**src/rtl/adc_capture_trigger_pkg.sv**
```systemverilog
// adc_capture_trigger_pkg: shared widths, FSM state codes and the lane crossing detector.
package adc_capture_trigger_pkg;
    localparam int SAMPLE_W = 8;
    localparam int WORD_W = 32;
    localparam int LANES = 4;

    localparam logic [1:0] ST_IDLE = 2'd0;
    localparam logic [1:0] ST_ARMED = 2'd1;
    localparam logic [1:0] ST_RECORD = 2'd2;
    localparam logic [1:0] ST_DONE = 2'd3;

    // Lanes run oldest to newest; the oldest lane pairs with the previous word's newest sample.
    function automatic logic crossing(
        input logic [SAMPLE_W-1:0] prev,
        input logic prev_valid,
        input logic [WORD_W-1:0] word,
        input logic [SAMPLE_W-1:0] th,
        input logic falling
    );
        logic hit;
        logic valid;
        logic [SAMPLE_W-1:0] p;
        logic [SAMPLE_W-1:0] c;
        hit = 1'b0;
        valid = prev_valid;
        p = prev;
        for (int i = 0; i < LANES; i++) begin
            c = word[WORD_W-1-i*SAMPLE_W -: SAMPLE_W];
            if (valid)
                hit = hit | (falling ? (p >= th && c < th) : (p < th && c >= th));
            p = c;
            valid = 1'b1;
        end
        return hit;
    endfunction
endpackage

```
**src/rtl/capture_delay_line.sv**
```systemverilog
// capture_delay_line: fixed-depth word shift register with a saturating fill counter since clear.
module capture_delay_line #(
    parameter int DEPTH = 8,
    parameter int W = 32
) (
    input  logic         clk,
    input  logic         rst,
    input  logic         clear,
    input  logic [W-1:0] din,
    output logic [W-1:0] dout,
    output logic         full
);
    localparam int FW = $clog2(DEPTH + 1);

    logic [W-1:0] sr [DEPTH];
    logic [FW-1:0] fill;

    assign dout = sr[DEPTH-1];
    assign full = fill == FW'(DEPTH);

    always_ff @(posedge clk or posedge rst) begin
        if (rst) begin
            fill <= '0;
            for (int i = 0; i < DEPTH; i++) sr[i] <= '0;
        end else begin
            sr[0] <= din;
            for (int i = 1; i < DEPTH; i++) sr[i] <= sr[i-1];
            fill <= clear ? '0 : full ? fill : fill + 1'b1;
        end
    end
endmodule

```
**src/rtl/adc_capture_trigger.sv**
```systemverilog
// adc_capture_trigger: armed level-crossing trigger emitting a fixed-length FIFO write burst.
// Optional pre-trigger history via CAPTURE_PRETRIGGER_EN.
module adc_capture_trigger
    import adc_capture_trigger_pkg::*;
#(
    parameter int LEN_W = 16,
    parameter int PRE_DEPTH = 8
) (
    input  logic              Clock,
    input  logic              Reset,
    input  logic [31:0]       DataIn,
    input  logic              Arm,
    input  logic              ForceTrigger,
    input  logic [7:0]        Threshold,
    input  logic              FallingSlope,
    input  logic [LEN_W-1:0]  RecordLength,
    input  logic              FifoNotFull,
    output logic              WriteStrobe,
    output logic [31:0]       DataOut,
    output logic              Triggered,
    output logic              Busy,
    output logic              Done,
    output logic              Overflow
);
    if (PRE_DEPTH < 1) begin : g_bad_depth
        $error("PRE_DEPTH must be at least 1");
    end

    logic [1:0] state;
    logic [1:0] state_n;
    logic [LEN_W-1:0] len_q;
    logic [LEN_W-1:0] cnt;
    logic [SAMPLE_W-1:0] prev;
    logic prev_valid;
    logic arm_ok;
    logic fire;
    logic ready;
    logic [WORD_W-1:0] word_out;

`ifdef CAPTURE_PRETRIGGER_EN
    capture_delay_line #(.DEPTH(PRE_DEPTH), .W(WORD_W)) u_delay (
        .clk(Clock),
        .rst(Reset),
        .clear(arm_ok),
        .din(DataIn),
        .dout(word_out),
        .full(ready)
    );
`else
    assign word_out = DataIn;
    assign ready = 1'b1;
`endif

    assign arm_ok = Arm && (state == ST_IDLE || state == ST_DONE);
    assign fire = state == ST_ARMED && ready &&
                  (ForceTrigger || crossing(prev, prev_valid, DataIn, Threshold, FallingSlope));

    always_comb begin
        state_n = arm_ok ? ST_ARMED :
                  fire ? (len_q == '0 ? ST_DONE : ST_RECORD) :
                  (state == ST_RECORD && cnt == len_q) ? ST_DONE : state;
    end

    always_ff @(posedge Clock or posedge Reset) begin
        if (Reset) begin
            state <= ST_IDLE;
            len_q <= '0;
            cnt <= '0;
            prev <= '0;
            prev_valid <= 1'b0;
            WriteStrobe <= 1'b0;
            DataOut <= '0;
            Triggered <= 1'b0;
            Busy <= 1'b0;
            Done <= 1'b0;
            Overflow <= 1'b0;
        end else begin
            state <= state_n;
            len_q <= arm_ok ? RecordLength : len_q;
            cnt <= arm_ok ? '0 : state_n == ST_RECORD ? cnt + 1'b1 : cnt;
            prev <= state == ST_ARMED ? DataIn[SAMPLE_W-1:0] : prev;
            prev_valid <= arm_ok ? 1'b0 : state == ST_ARMED ? 1'b1 : prev_valid;
            WriteStrobe <= state_n == ST_RECORD;
            DataOut <= state_n == ST_RECORD ? word_out : DataOut;
            Triggered <= arm_ok ? 1'b0 : (fire && len_q != '0) ? 1'b1 : Triggered;
            Busy <= state_n == ST_ARMED || state_n == ST_RECORD;
            Done <= state_n == ST_DONE;
            // A dropped word still counts so the record keeps its time alignment.
            Overflow <= arm_ok ? 1'b0 : Overflow | (WriteStrobe & ~FifoNotFull);
        end
    end
endmodule

```
**config.mk**
```make
export PLATFORM = sky130hd
export DESIGN_NAME = adc_capture_trigger
export DESIGN_NICKNAME = d
export VERILOG_FILES = /design/src/rtl/adc_capture_trigger_pkg.sv /design/src/rtl/capture_delay_line.sv /design/src/rtl/adc_capture_trigger.sv
export SDC_FILE = /design/constraint.sdc
export NUM_CORES = 1
export LEC_CHECK = 0
export CAP_MARGIN = 25
export CORE_MARGIN = 3
export CORE_UTILIZATION = 57
export CTS_BUF_LIST = sky130_fd_sc_hd__clkbuf_4
export DETAILED_ROUTE_END_ITERATION = 7
export MAX_ROUTING_LAYER = met4
export PLACE_DENSITY_LB_ADDON = 0.25
export REMOVE_ABC_BUFFERS = 1
export SYNTH_ARGS = -nofsm -noshare
export SYNTH_HDL_FRONTEND = slang
export SYNTH_HIERARCHICAL = 1
export SYNTH_SLANG_ARGS = --single-unit
```
**constraint.sdc**
```tcl
create_clock -name Clock -period 9 [get_ports Clock]
set_clock_uncertainty 0.1 [all_clocks]
set_input_delay 1.35 -clock Clock [delete_from_list [all_inputs] [get_ports Clock]]
set_output_delay 1.35 -clock Clock [all_outputs]
set_load 0.03 [all_outputs]
```
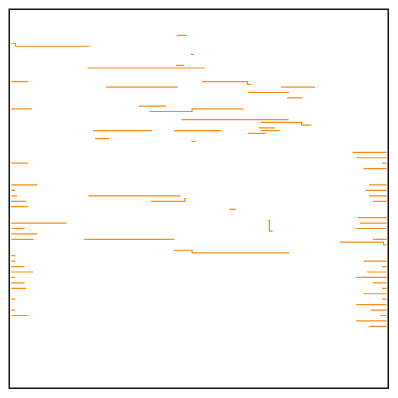
(run_1/layer_met3.png)
Drawn at 4 px/um.
- share of all routed wire: 5.0%
- longest straight run: 29.0 um
- wire length on this layer: 510 um
- main direction: horizontal
- nets with wire on the layer: 65
vias post-DR: 3457
met3 demand-to-capacity share in global routing: 6.454%
final wirelength: 10.23 mm

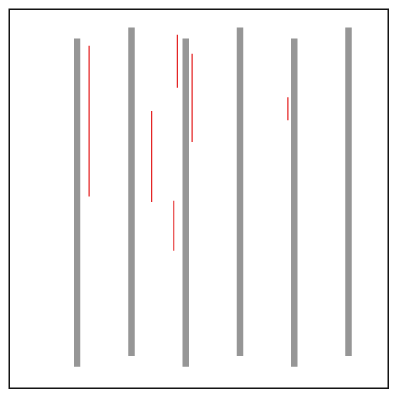
(run_1/layer_met4.png)
Drawn at 4 px/um. Supply wires on this layer in gray.
- nets with wire on the layer: 5
- longest straight run: 37.4 um

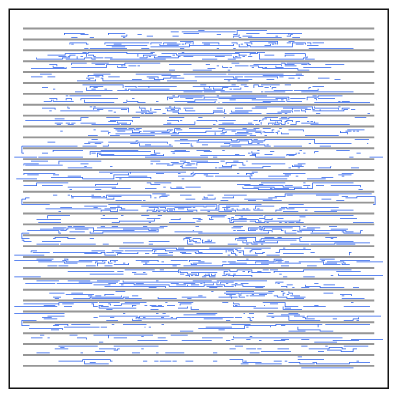
(run_1/layer_met1.png)
Drawn at 4 px/um. Supply wires on this layer in gray.
- main direction: horizontal
- nets with wire on the layer: 565
- longest straight run: 27.1 um
- wire length on this layer: 4620 um
met1 usage: 33.47%

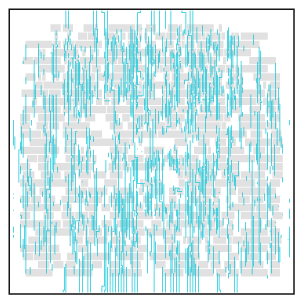
(run_1/layer_met2.png)
Drawn at 3 px/um.
- longest straight run: 50.7 um
- wire length on this layer: 4990 um
met2 GRT Util: 40.31%

==> run notes, run 1 <==
Implementation results. The run finished with clean final reports. Iteration count of the initial detailed-routing pass landed at 4. Between the synthesized netlist and the finished layout, the area growth was recorded as 28.79%. Core box area landed at 7408 sq um. The final timing report counts setup violations totalling 0. Headroom to the max-slew limit landed at approximately 57%.

Average via count per standard cell landed at 5.514. Insertion delay of the later-clocked pin in the worst-skew pair landed at between 400 and 500 ps. Half-perimeter wire length after detailed placement landed at 7.707 mm. Cts-stage hold buffer count landed at 0. Routed length per instance landed at 16.32 um.

In the setup report, the worst path falls into the class in2reg. Number of buffers added on ports landed at 98. Critical path data arrival time landed at slightly above 5000 ps.

According to the I/O placement log, the pin count is 99. The tree is rooted in a sky130_fd_sc_hd__clkbuf_4. In the detailed route, the total length drawn on met2 is 4.989 mm. The dominant power group in this design is registers. The detail route stage leaves a number of antenna-violating nets equal to 0. The detailed router used layers up to and including met4.

The report shows a maximum critical-path fanout of 9. The clock H-tree reported by CTS has 3 levels. The synthesis report names the predominant flop master as sky130_fd_sc_hd__dfrtp_1. The synthesis report gives the async set-or-reset register share as 100.0%. Across every metal layer, demand over resource in global routing totals about a quarter. After Yosys synthesis, full adders, half adders and majority gates account for 12.92% of the synthesized area. The launch point of the worst register-to-register path is recorded as prev[1].

Total leakage power landed at ~2.7 nW. The first global-routing pass estimated 17.15 mm of wire. TritonCTS built the clock tree. Fraction of the cycle the final worst path needs landed at 54.87%. Internal power of the cells landed at between 500 and 600 uW. In this run the most used layer during global routing was met2. Number of flops mapped to enable cells by yosys landed at 0. In this run the worst setup path terminates at cnt[10].

The via count of the first global-routing pass came to ~3600. Power spread over the standard cell area amounts to roughly 130 nW/um^2. Combinational power landed at between 100 and 150 uW. Of the post-synthesis cell area, the part taken by muxes is 10.65%. Power share of the combinational group landed at 16.9%. Largest net degree at the start of global routing landed at roughly 81. Setup repair after global routing left no endpoint under its margin. Initial DRC count landed at 162. Clock tree synthesis found a total of around 80 sinks. The top cell types in the final layout, fill and taps aside, are sky130_fd_sc_hd__clkdlybuf4s50_1, sky130_fd_sc_hd__dfrtp_1, sky130_fd_sc_hd__nand2_1, sky130_fd_sc_hd__ha_1, sky130_fd_sc_hd__mux2_2. The worst hold path begins at DataOut[9].

From left edge to right edge, the die measures 94.40 um. The number of warnings reported in the stage logs is 28. The number of maximum-capacitance violations recorded for the run is 0.

Counting only logic cells after layout, the most numerous master is sky130_fd_sc_hd__clkdlybuf4s50_1. Time the worst path needs with I/O delays and setup landed at between 4000 and 5000 ps. STA reports the tightest min-delay check as being of type reg2reg. For this run the aggregate overflow at the end of global routing stands at 0. VDD sags by at most 0.00009594 V. Share of layout cells above drive strength 1 landed at 13.07%.

STA lists the endpoint of the worst register-to-register path as cnt[10]. On the worst setup and hold paths after CTS, the clock-pin slew comes to 130 ps. At the end of routability-driven placement, the weighted congestion stood at between 0.9 and 1.

Total sequential power landed at 370 uW. Met3 layer wire length in the routed design landed at 510 um. STA shows the worst reg2reg path with a cell count of 14. In the Yosys report, the sequential cells make up 44.94% of the chip area.

Power of the clock network landed at 248 uW. For this run, the top clock speed supported by timing is 0.2025 GHz. Post-cts gate resize count landed at 0.

Transition time of the tightest slew-check pin landed at 642.1 ps. Looking at the post-CTS report, the setup buffer insertion count equals 0. DRC violation count after routing landed at 0.

Area fraction in compound gates after synthesis landed at 9.213%. The synthesis run identifies the leading combinational cell family as simple AND/OR/NAND/NOR gates. The worst setup path is captured at a register. The chip occupies between 8000 and 9000 sq um.

The script extracted a net switching power of between 150 and 200 uW. Summing every instance area after synthesis gives 4454 sq um. After the last flow step, the layout net total stands at 631.

The die is 94.40 um tall. The number of antenna violations at the first check in global routing came to 0. Per the post-synthesis report, the number of cells in the design is around 420. In this run the core area contains 31 standard-cell rows.
-- run 1: worst max-delay path: stages --
cell and delay (ps):
sky130_fd_sc_hd__clkdlybuf4s50_1 450, sky130_fd_sc_hd__inv_1 110, sky130_fd_sc_hd__ha_1 320, sky130_fd_sc_hd__a21o_1 180, sky130_fd_sc_hd__a221oi_2 330, sky130_fd_sc_hd__o21ai_2 140, sky130_fd_sc_hd__a32oi_2 250, sky130_fd_sc_hd__o221ai_2 140
sky130_fd_sc_hd__a31oi_4 250, sky130_fd_sc_hd__mux2i_1 270, sky130_fd_sc_hd__ha_1 360, sky130_fd_sc_hd__nand4_1 190, sky130_fd_sc_hd__inv_1 90, sky130_fd_sc_hd__nand3_1 230, sky130_fd_sc_hd__or3_1 380, sky130_fd_sc_hd__a21oi_1 150
-- run 1: Yosys cell counts (2+ instances only) --
cell                        instances  share of area (%)
sky130_fd_sc_hd__o2111ai_1          2               0.39
sky130_fd_sc_hd__mux2i_1            2               0.45
sky130_fd_sc_hd__mux2_2            39                9.9
sky130_fd_sc_hd__clkbuf_1           7               0.59
sky130_fd_sc_hd__nor2_1            24                2.0
sky130_fd_sc_hd__nand2_1           67                5.6
sky130_fd_sc_hd__nand3_1            6               0.67
sky130_fd_sc_hd__and2_1             2               0.28
sky130_fd_sc_hd__buf_1              4               0.34
sky130_fd_sc_hd__o21ai_0            9                1.0
sky130_fd_sc_hd__ha_1              46                 13
sky130_fd_sc_hd__or3_1              5               0.70
sky130_fd_sc_hd__inv_1             20                1.7
sky130_fd_sc_hd__xor2_1            13                2.6
sky130_fd_sc_hd__o21a_1             3               0.51
sky130_fd_sc_hd__dfrtp_1           80                 45
sky130_fd_sc_hd__a21o_1             4               0.67
sky130_fd_sc_hd__and3_1             3               0.42
sky130_fd_sc_hd__nor4_1             6               0.84
sky130_fd_sc_hd__xnor2_1           14                2.8
sky130_fd_sc_hd__nand4_1           12                1.7
sky130_fd_sc_hd__a211oi_1           2               0.34
sky130_fd_sc_hd__nor2b_1            7               0.98
sky130_fd_sc_hd__a211o_1            2               0.39
sky130_fd_sc_hd__o211ai_1           5               0.84
sky130_fd_sc_hd__a21oi_1           19                2.1
-- run 1: cell type report --
| cell class | instances | area (sq um) |
|---|---|---|
| clock buffers | 10 | 75.07 |
| clock inverters | 6 | 92.59 |
| fillers | 492 | 1672 |
| inverters | 20 | 76.32 |
| multi-input cells | 310 | 2336 |
| flip-flops and latches | 80 | 2002 |
| well taps | 99 | 123.9 |
| repair buffers | 102 | 1031 |
-- run 1: metrics by stage --
step | instances | area [sq um] | setup WS, ps | utilization (%) | hold WS (ps)
after CTS | 626 | 5709 | 4093 | 77.06 | 422.1
after floorplan | 410 | 4413 | 4405 | - | 380.5
after global routing | 627 | 5737 | 3819 | 77.44 | 433.4
final | 627 | 5737 | 4062 | 77.44 | 417.1
after global placement | 610 | 5542 | 3835 | 74.80 | 380.4
after detailed placement | 610 | 5542 | 3640 | 74.80 | 394.5
-- run 1: sequential cells by signal (all words and copies together) (netlist names) --
name and flops:
DataOut 32, Triggered 1, cnt 16, Overflow 1, prev 8, state 2, WriteStrobe 1, len_q 16
prev_valid 1, Done 1, Busy 1
==> inputs of run 2 (changes only) <==
Settings changed: CORE_UTILIZATION 57 to 53.
Clock period 9 ns to 4.6 ns, I/O delays scaled along.
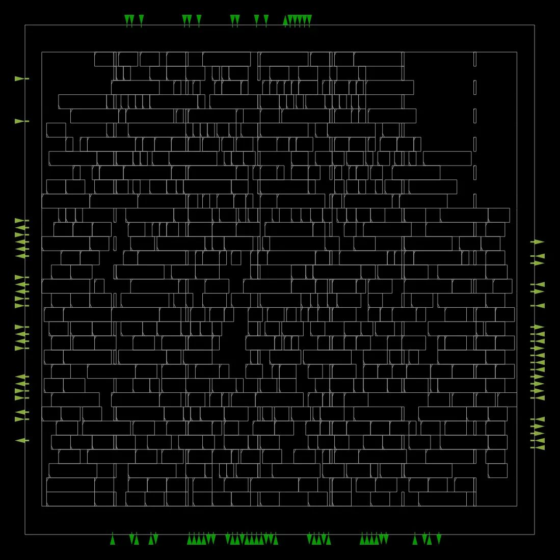
(run_2/placement.png)
total number of placement rows: 32
floorplan core area: 7928 sq um

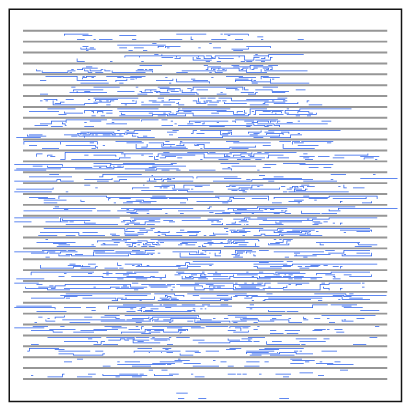
(run_2/layer_met1.png)
Drawn at 4 px/um. Supply wires on this layer in gray.
final wirelength: 10.47 mm
vias post-DR: 3491
met1 usage: 32.07%

==> run notes, run 2 <==
Implementation results. Global router's overall resource usage landed at 23.49%. The critical path in this run is classified as in2reg. The post-synth register bit count is around 80.

Setup fix buffers added after clock tree synthesis landed at 0. Share of layout cells above drive strength 1 landed at 13.04%. Counting flops per register, the top entry is DataOut. Total clock sinks landed at roughly 80. Summed over all instances, the cell type with the most area after synthesis is sky130_fd_sc_hd__dfrtp_1.

Maximum fanout encountered on the critical timing path landed at 9. Counting only logic cells after layout, the most numerous master is sky130_fd_sc_hd__clkdlybuf4s50_1. The finished design was reported to have a net count of ~630. DRC violation count after routing landed at 0. Number of levels in the clock H-tree landed at 3. In the layout the commonest cells are sky130_fd_sc_hd__clkdlybuf4s50_1, sky130_fd_sc_hd__dfrtp_1, sky130_fd_sc_hd__nand2_1, sky130_fd_sc_hd__ha_1, sky130_fd_sc_hd__mux2_2. In this run, CTS created clock tree buffers numbering 9. Post-cts gate resize count landed at 0.

The registers reported with the highest flop counts are DataOut: 32 flops, cnt: 16 flops, len_q: 16 flops. The worst setup path is launched from an input port. The register with the most flip-flops in the layout has 32 of them. After routing the design area is 5699 sq um. Largest net degree at the start of global routing landed at about 50. Number of cells in Yosys stat landed at 421. Checking hold timing, the worst path is listed with class reg2reg. Routed length per instance landed at 16.59 um.

The endpoint identified for the worst register-to-register timing path is cnt[14]. The first routing iteration left about 130 violations. At the pin with the least slew margin, the transition time is around 900 ps. After clock tree synthesis, the flow added hold-fix buffers numbering 0. For the worst setup path, the data arrival time is 4510 ps. Looking at the cell usage after synthesis, the top flip-flop cell is sky130_fd_sc_hd__dfrtp_1. The number of cells on the worst reg-to-reg path is 14. End-of-flow core utilization landed at 71.89%. In the post-synthesis netlist, the biggest area contributors are sky130_fd_sc_hd__dfrtp_1, sky130_fd_sc_hd__ha_1, sky130_fd_sc_hd__mux2_2. Number of inserted diodes landed at 0.

In this run the biggest area consumer among cell types represents 44.94% of the synthesized area. Register-to-register setup slack landed at 890 ps. Insertion delay of the later-clocked pin in the worst-skew pair landed at 440 ps. Count of yosys warnings during synthesis landed at 6. Hold analysis lists the worst path endpoint as Overflow. The number of antenna violations at the first check in global routing came to 0.

Count of maximum capacitance violations landed at 0. Number of flops mapped to enable cells by yosys landed at 0. In the synthesized netlist the async set-or-reset flop fraction comes to 100.0%. Checking max transition, the worst relative margin is 41.12%. STA classifies the critical path endpoint as a register. Number of I/O pins landed at 99. In the finished design, the share of the clock period the worst path needs comes to 92.48%.

In the synthesized netlist, the cells that appear most often are sky130_fd_sc_hd__dfrtp_1, sky130_fd_sc_hd__nand2_1, sky130_fd_sc_hd__ha_1, sky130_fd_sc_hd__mux2_2, sky130_fd_sc_hd__nor2_1. Achievable clock frequency landed at 0.2351 GHz. The script extracted a total leakage power of 2.666 nW. For this configuration, the core starts out at a cell density of 56.19%.

Synthesized netlist cell count landed at ~420. Iteration count of the initial detailed-routing pass landed at 4. Cell depth of the worst hold path landed at 2. Total cell area at the placement stage landed at 5560 sq um. Die area landed at 9540 sq um. In this run the vertical extent of the chip is 97.68 um. Data required time of the critical path landed at 4850 ps. Average via count per standard cell landed at 5.532.

Per the placement log, port buffering inserted around 98 buffers. The flow reported a cell area power density of 245.0 nW/um^2. The detail route stage leaves a number of antenna-violating nets equal to 0. OpenROAD warning count landed at 28. Width of the die landed at 97.68 um. Setup violations remaining at the end of the flow were counted as 0. Via count of the first global-routing pass landed at around 3700. Setup repair after global routing left no endpoint under its margin. The flow ran to the end, and the final reports show no timing, DRC or antenna violations. The launch point of the worst min-delay path is recorded as Overflow.

Looking at the reg2reg group, the worst path starts from prev[5]. Maximum root-to-sink buffer count landed at 2. Post-synthesis cell type count landed at 44. The mapped netlist covers 4454 sq um. TritonCTS built the clock tree. Per the final timing report, the hold violations number 0.

First-pass GRT wire length landed at 17.64 mm. Sequential cells were found to cover 44.94% of the synthesized design area. Maximum resistive drop on vdd landed at 0.0001753 V. Excluding fillers, the count of instances in the completed layout stands at approximately 630. Post-synthesis, Yosys gives the total cell area as 4454 sq um. After its last routability iteration, the placer logged a weighted congestion of 0.9368. Area growth from synthesis to final layout landed at 27.95%. Looking at the gate-level netlist, the highest instance count belongs to sky130_fd_sc_hd__dfrtp_1. After detailed placement, the design holds a cell count of 615. Per the CTS log, the root buffer master is sky130_fd_sc_hd__clkbuf_4. Number of slew-limit violations in the final report landed at 0.

Clock-pin slew was measured on the worst setup and hold paths at 120 ps. Summed over all layers, the global routing overflow is 0. Time the worst path needs with I/O delays and setup landed at 4254 ps.

Average instance area after synthesis landed at 10.58 sq um. Half-perimeter wire length after detailed placement landed at 8.126 mm.
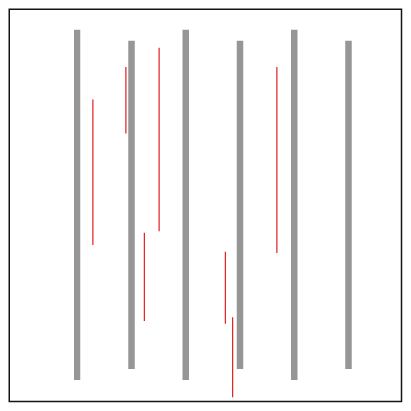
(run_2/layer_met4.png)
Drawn at 4 px/um. Supply wires on this layer in gray.
- nets with wire on the layer: 5
- share of all routed wire: 1.9%
- main direction: vertical

run 2: cell counts after synthesis:
No cell type changed its count.
run 2: worst max path at each step:
stage,from,to,slack (ps)
final,Threshold[5],cnt[14],350
after global routing,Threshold[5],cnt[14],150
after CTS,Threshold[5],cnt[14],390
after detailed placement,Threshold[5],cnt[10],-20
after global placement,Threshold[7],cnt[14],270
after floorplan,Threshold[7],DataOut[0],660
run 2: final cells by class:
class | instances | area, sq um
Sequential cell | 80 | 2002
Timing Repair Buffer | 103 | 1018
Tap cell | 102 | 127.6
Inverter | 20 | 76.32
Fill cell | 579 | 2228
Clock buffer | 11 | 82.58
Multi-Input combinational cell | 310 | 2336
Clock inverter | 5 | 56.30
run 2: layer usage:
metal / global-route usage (%) / vias up / part of all wire [%]
met5: - / - / 0
met4: 8.946 / 0 / 1.9
met3: 4.235 / 16 / 4.8
met2: 35.11 / 94 / 47
met1: 32.07 / 1702 / 47
li1: - / 1679 / -
run 2: critical path: stages:
cell and delay, ps:
sky130_fd_sc_hd__clkdlybuf4s50_1 450, sky130_fd_sc_hd__inv_1 100, sky130_fd_sc_hd__ha_1 330, sky130_fd_sc_hd__a21o_1 180
sky130_fd_sc_hd__a221oi_2 360, sky130_fd_sc_hd__o21ai_2 140, sky130_fd_sc_hd__a32oi_2 230, sky130_fd_sc_hd__o221ai_2 140
sky130_fd_sc_hd__a31oi_4 260, sky130_fd_sc_hd__mux2i_1 310, sky130_fd_sc_hd__ha_1 250, sky130_fd_sc_hd__nand4_1 190
sky130_fd_sc_hd__inv_1 90, sky130_fd_sc_hd__nand3_1 210, sky130_fd_sc_hd__or3_1 390, sky130_fd_sc_hd__a21oi_1 170
run 2: cells by family after synthesis:
kind of cell | synth area share, %
AOI/OAI and AO/OA | 9.214
buffers and inverters | 2.612
adders and majority gates | 12.92
and+or+nand+nor | 14.35
DFF | 44.94
xor gates and xnor gates | 5.309
muxes | 10.65
run 2: per-stage QoR:
stage	hold slack, ps	setup slack, ps	total power, mW	TNS [ps]
after global routing	442.3	151.1	1.456	0
after floorplan	380.5	665.0	0.8656	0
after global placement	386.0	270.3	0.9737	0
after CTS	420.1	392.2	1.407	0
final	411.2	346.1	1.397	0
after detailed placement	390.1	-17.63	0.9840	-28.90
run 2: report_power, final:
group	switching (mW)	internal, mW
Sequential	0.00719	0.717
Combinational	0.124	0.122
Clock	0.247	0.179
==> inputs of run 3 (changes only) <==
Settings changed: SLEW_MARGIN from default to 5.
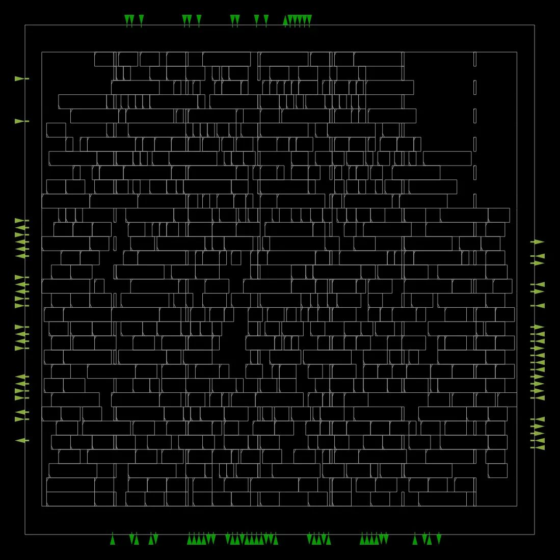
(run_3/placement.png)
number of cells in the finished layout apart from fillers: 631
flop count: 80

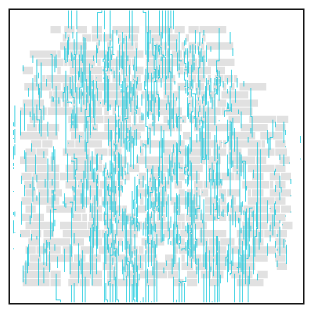
(run_3/layer_met2.png)
Drawn at 3 px/um.
met2 GRT Util: 35.11%

==> run notes, run 3 <==
Implementation results. The endpoint of the worst hold path is reported as Overflow. Average via count per standard cell landed at 5.532. The launch point of the worst min-delay path is recorded as Overflow. Per the run report, area growth between synthesis and finish was 27.95%. Core box area landed at between 7000 and 8000 sq um. Time the worst path needs with I/O delays and setup landed at 4254 ps. Cts-stage hold buffer count landed at 0. Final layout net count landed at 632. In this run the tool buffered the top-level ports with between 90 and 100 buffer cells. Per the log, the first TritonRoute iteration ended with a DRC count of about 130. Average instance area after synthesis landed at 10.58 sq um. Floorplan utilization landed at 56.19%.

The worst setup path is launched from an input port. Footprint of the flip-flops and latches landed at between 2000 and 2500 sq um. After detailed routing, the number of remaining DRC violations is 0.

Leaving out fill and tap cells, the most frequent cell in the layout is sky130_fd_sc_hd__clkdlybuf4s50_1. Total CTS buffers landed at 9. Data required time of the critical path landed at about 4900 ps. Headroom to the max-slew limit came out at 41.12%.

Total wire length after detailed routing landed at 10.47 mm. On the worst setup and hold paths after CTS, the clock-pin slew comes to 120 ps. Count of yosys warnings during synthesis landed at 6. Final global-route overflow total landed at 0. Per the timing report, the most critical flop-to-flop path finishes at cnt[14]. Area of combinational cells with multiple inputs landed at 2336 sq um. The worst path meets setup with 346.1 ps of slack.

TritonCTS built the clock tree. The H-tree was split into 3 levels. Number of nets still failing antenna checks after routing landed at 0.

The stage logs contain a warning count of 28. In the final layout, the registers with the most flip-flops are DataOut: 32 flops, cnt: 16 flops, len_q: 16 flops. On the critical path the data arrives at 4510 ps. The root buffer cell chosen for the clock tree is sky130_fd_sc_hd__clkbuf_4.

Per Yosys stat, the portion of area used by sequential elements is between 40 and 50%. Post-cts gate resize count landed at 0. The critical path is of the in2reg type. Per the timing report, the most critical flop-to-flop path originates at prev[5]. Register-to-register setup slack landed at 890 ps. The via count of the first global-routing pass was 3697. The cell type that accounts for the most area after synthesis is sky130_fd_sc_hd__dfrtp_1. Post-synthesis cell type count landed at 44. Hold violation count in the final report landed at 0. The report lists the power per cell area as 245.0 nW/um^2. Measured in cells, the most critical reg-to-reg path has a length of 14. The overall die size recorded for this design is about 9500 sq um.

For reference, the final report shows the max-slew violation count at 0. The run finished with clean final reports. Transition time of the tightest slew-check pin landed at about 900 ps. Counting along the longest clock path gives a buffer depth of 2. Area fraction of the dominant cell type after synthesis landed at 44.94%. Number of cells in Yosys stat landed at 421.

Ranking logic cells in the layout by count gives the top entries sky130_fd_sc_hd__clkdlybuf4s50_1, sky130_fd_sc_hd__dfrtp_1, sky130_fd_sc_hd__nand2_1, sky130_fd_sc_hd__ha_1, sky130_fd_sc_hd__mux2_2. The first global-routing pass estimated 17.64 mm of wire. The final critical path takes up 92.48% of the cycle. The floorplan step set the die width to around 100 um. Logged for this run, the post-placement worst setup slack is -17.63 ps. The number of antenna violations at the first check in global routing was 0.

Number of fill cells in the layout landed at approximately 580. Post-synth area from yosys stat landed at 4454 sq um. The vertical die dimension reported for this design is 97.68 um.

0 antenna diodes ended up in the layout. STA reports the tightest min-delay check as being of type reg2reg. The register with the most flip-flops in the layout has 32 of them. Detailed placement ended at an HPWL of around 8.1 mm. Largest net degree at the start of global routing landed at ~51.

After synthesis, the cell types taking the most area are sky130_fd_sc_hd__dfrtp_1, sky130_fd_sc_hd__ha_1, sky130_fd_sc_hd__mux2_2. Maximum resistive drop on vdd landed at approximately 0.00018 V. Total power draw landed at between 1 and 1.5 mW.

Cell depth of the worst hold path landed at 2. Placer congestion estimate landed at 0.9368. Synthesized netlist cell count landed at 421. Count of maximum capacitance violations landed at 0.

In the final timing run, aggregate negative setup slack is 0 ps. The register with the most flip-flops in the final layout is DataOut. End-of-flow core utilization landed at between 70 and 80%.

Per the synth stats, the proportion of register bits with asynchronous set or reset is 100.0%. 99 I/O pins were placed. For this run, the leading register cell type out of synthesis is sky130_fd_sc_hd__dfrtp_1. Per the final layout report, the fraction of cells sized above drive strength 1 comes to a little over an eighth.

After synthesis, the most frequently instantiated cells are sky130_fd_sc_hd__dfrtp_1, sky130_fd_sc_hd__nand2_1, sky130_fd_sc_hd__ha_1, sky130_fd_sc_hd__mux2_2, sky130_fd_sc_hd__nor2_1. Number of setup violations in the final report landed at 0. The first detailed-routing pass took 4 iterations. In this run the core area contains 32 standard-cell rows.

The worst setup path is captured at a register. Achievable clock frequency landed at 0.2351 GHz. Summing all non-filler instances in the final layout gives an area of 5699 sq um.

Global router's overall resource usage landed at 23.49%. Number of register bits inferred by synthesis landed at 80. Setup repair after global routing left no endpoint under its margin. Total standard cell area after synthesis landed at 4454 sq um. In this run, synthesis inferred 0 flip-flops with an integrated enable.

Clock tree synthesis found a total of 80 sinks. Total leakage power landed at around 2.7 nW. The synthesis stats list as the most numerous cell sky130_fd_sc_hd__dfrtp_1. As reported, the later end of the worst-skew pair has a clock insertion delay of roughly 440 ps. Looking at the critical path, the highest net fanout was 9. Total cell area at the placement stage landed at 5560 sq um. Setup fix buffers added after clock tree synthesis landed at 0. Routed length per instance landed at 16.59 um. The final route contains 3491 vias.
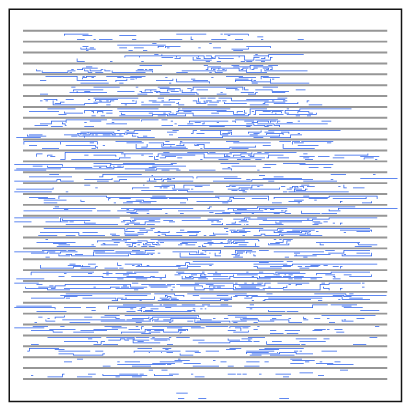
(run_3/layer_met1.png)
Drawn at 4 px/um. Supply wires on this layer in gray.
- share of all routed wire: 47%
- main direction: horizontal
- longest straight run: 28.1 um
- wire length on this layer: 4890 um
- nets with wire on the layer: 569

## run 3: report_power, final
group	internal (mW)	switching, mW
clock	0.179	0.247
sequential	0.717	0.00719
combinational	0.122	0.124
## run 3: layout make-up
class | instances | area share [%]
flip-flops and latches | 80 | 35.13
repair buffers | 103 | 17.87
inverters | 20 | 1.339
multi-input cells | 310 | 40.99
clock inverters | 5 | 0.9879
well taps | 102 | 2.239
clock buffers | 11 | 1.449
## run 3: layer usage
layer / up-vias / GRT usage, % / part of all wire (%)
li1: 1679 / - / -
met4: 0 / 8.946 / 1.9
met3: 16 / 4.235 / 4.8
met1: 1702 / 32.07 / 47
met5: - / - / 0
met2: 94 / 35.11 / 47
## run 3: per-stage QoR
stage                     hold slack, ps  instances
after floorplan                    380.5        410
after CTS                          420.1        631
after global placement             386.0        615
after detailed placement           390.1        615
after global routing               442.3        631
final                              411.2        631
## run 3: worst max-delay path by stage
| stage | startpoint | end | slack [ps] | depth (start not counted) |
|---|---|---|---|---|
| after floorplan | Threshold[7] | DataOut[0] | 660 | 11 |
| after global placement | Threshold[7] | cnt[14] | 270 | 16 |
| after detailed placement | Threshold[5] | cnt[10] | -20 | 16 |
| after CTS | Threshold[5] | cnt[14] | 390 | 16 |
| after global routing | Threshold[5] | cnt[14] | 150 | 16 |
| final | Threshold[5] | cnt[14] | 350 | 16 |
## run 3: kinds of logic (layout without fill, tap and decap cells)
group | after synthesis | in the layout | synth area share [%]
multiplexers | 42 | 42 | 10.65
adder cells (fa/ha/maj) | 46 | 46 | 12.92
XOR/XNOR | 27 | 27 | 5.309
AND-OR/OR-AND | 57 | 57 | 9.214
buffers and inverters | 31 | 139 | 2.612
flip-flops | 80 | 80 | 44.94
AND/OR/NAND/NOR | 138 | 138 | 14.35
## run 3: worst max-delay path: stages
cell and delay, ps:
sky130_fd_sc_hd__clkdlybuf4s50_1 450, sky130_fd_sc_hd__inv_1 100, sky130_fd_sc_hd__ha_1 330, sky130_fd_sc_hd__a21o_1 180, sky130_fd_sc_hd__a221oi_2 360, sky130_fd_sc_hd__o21ai_2 140
sky130_fd_sc_hd__a32oi_2 230, sky130_fd_sc_hd__o221ai_2 140, sky130_fd_sc_hd__a31oi_4 260, sky130_fd_sc_hd__mux2i_1 310, sky130_fd_sc_hd__ha_1 250, sky130_fd_sc_hd__nand4_1 190
sky130_fd_sc_hd__inv_1 90, sky130_fd_sc_hd__nand3_1 210, sky130_fd_sc_hd__or3_1 390, sky130_fd_sc_hd__a21oi_1 170
Power figures rest on the tool's default switching activity, not on a simulated workload.
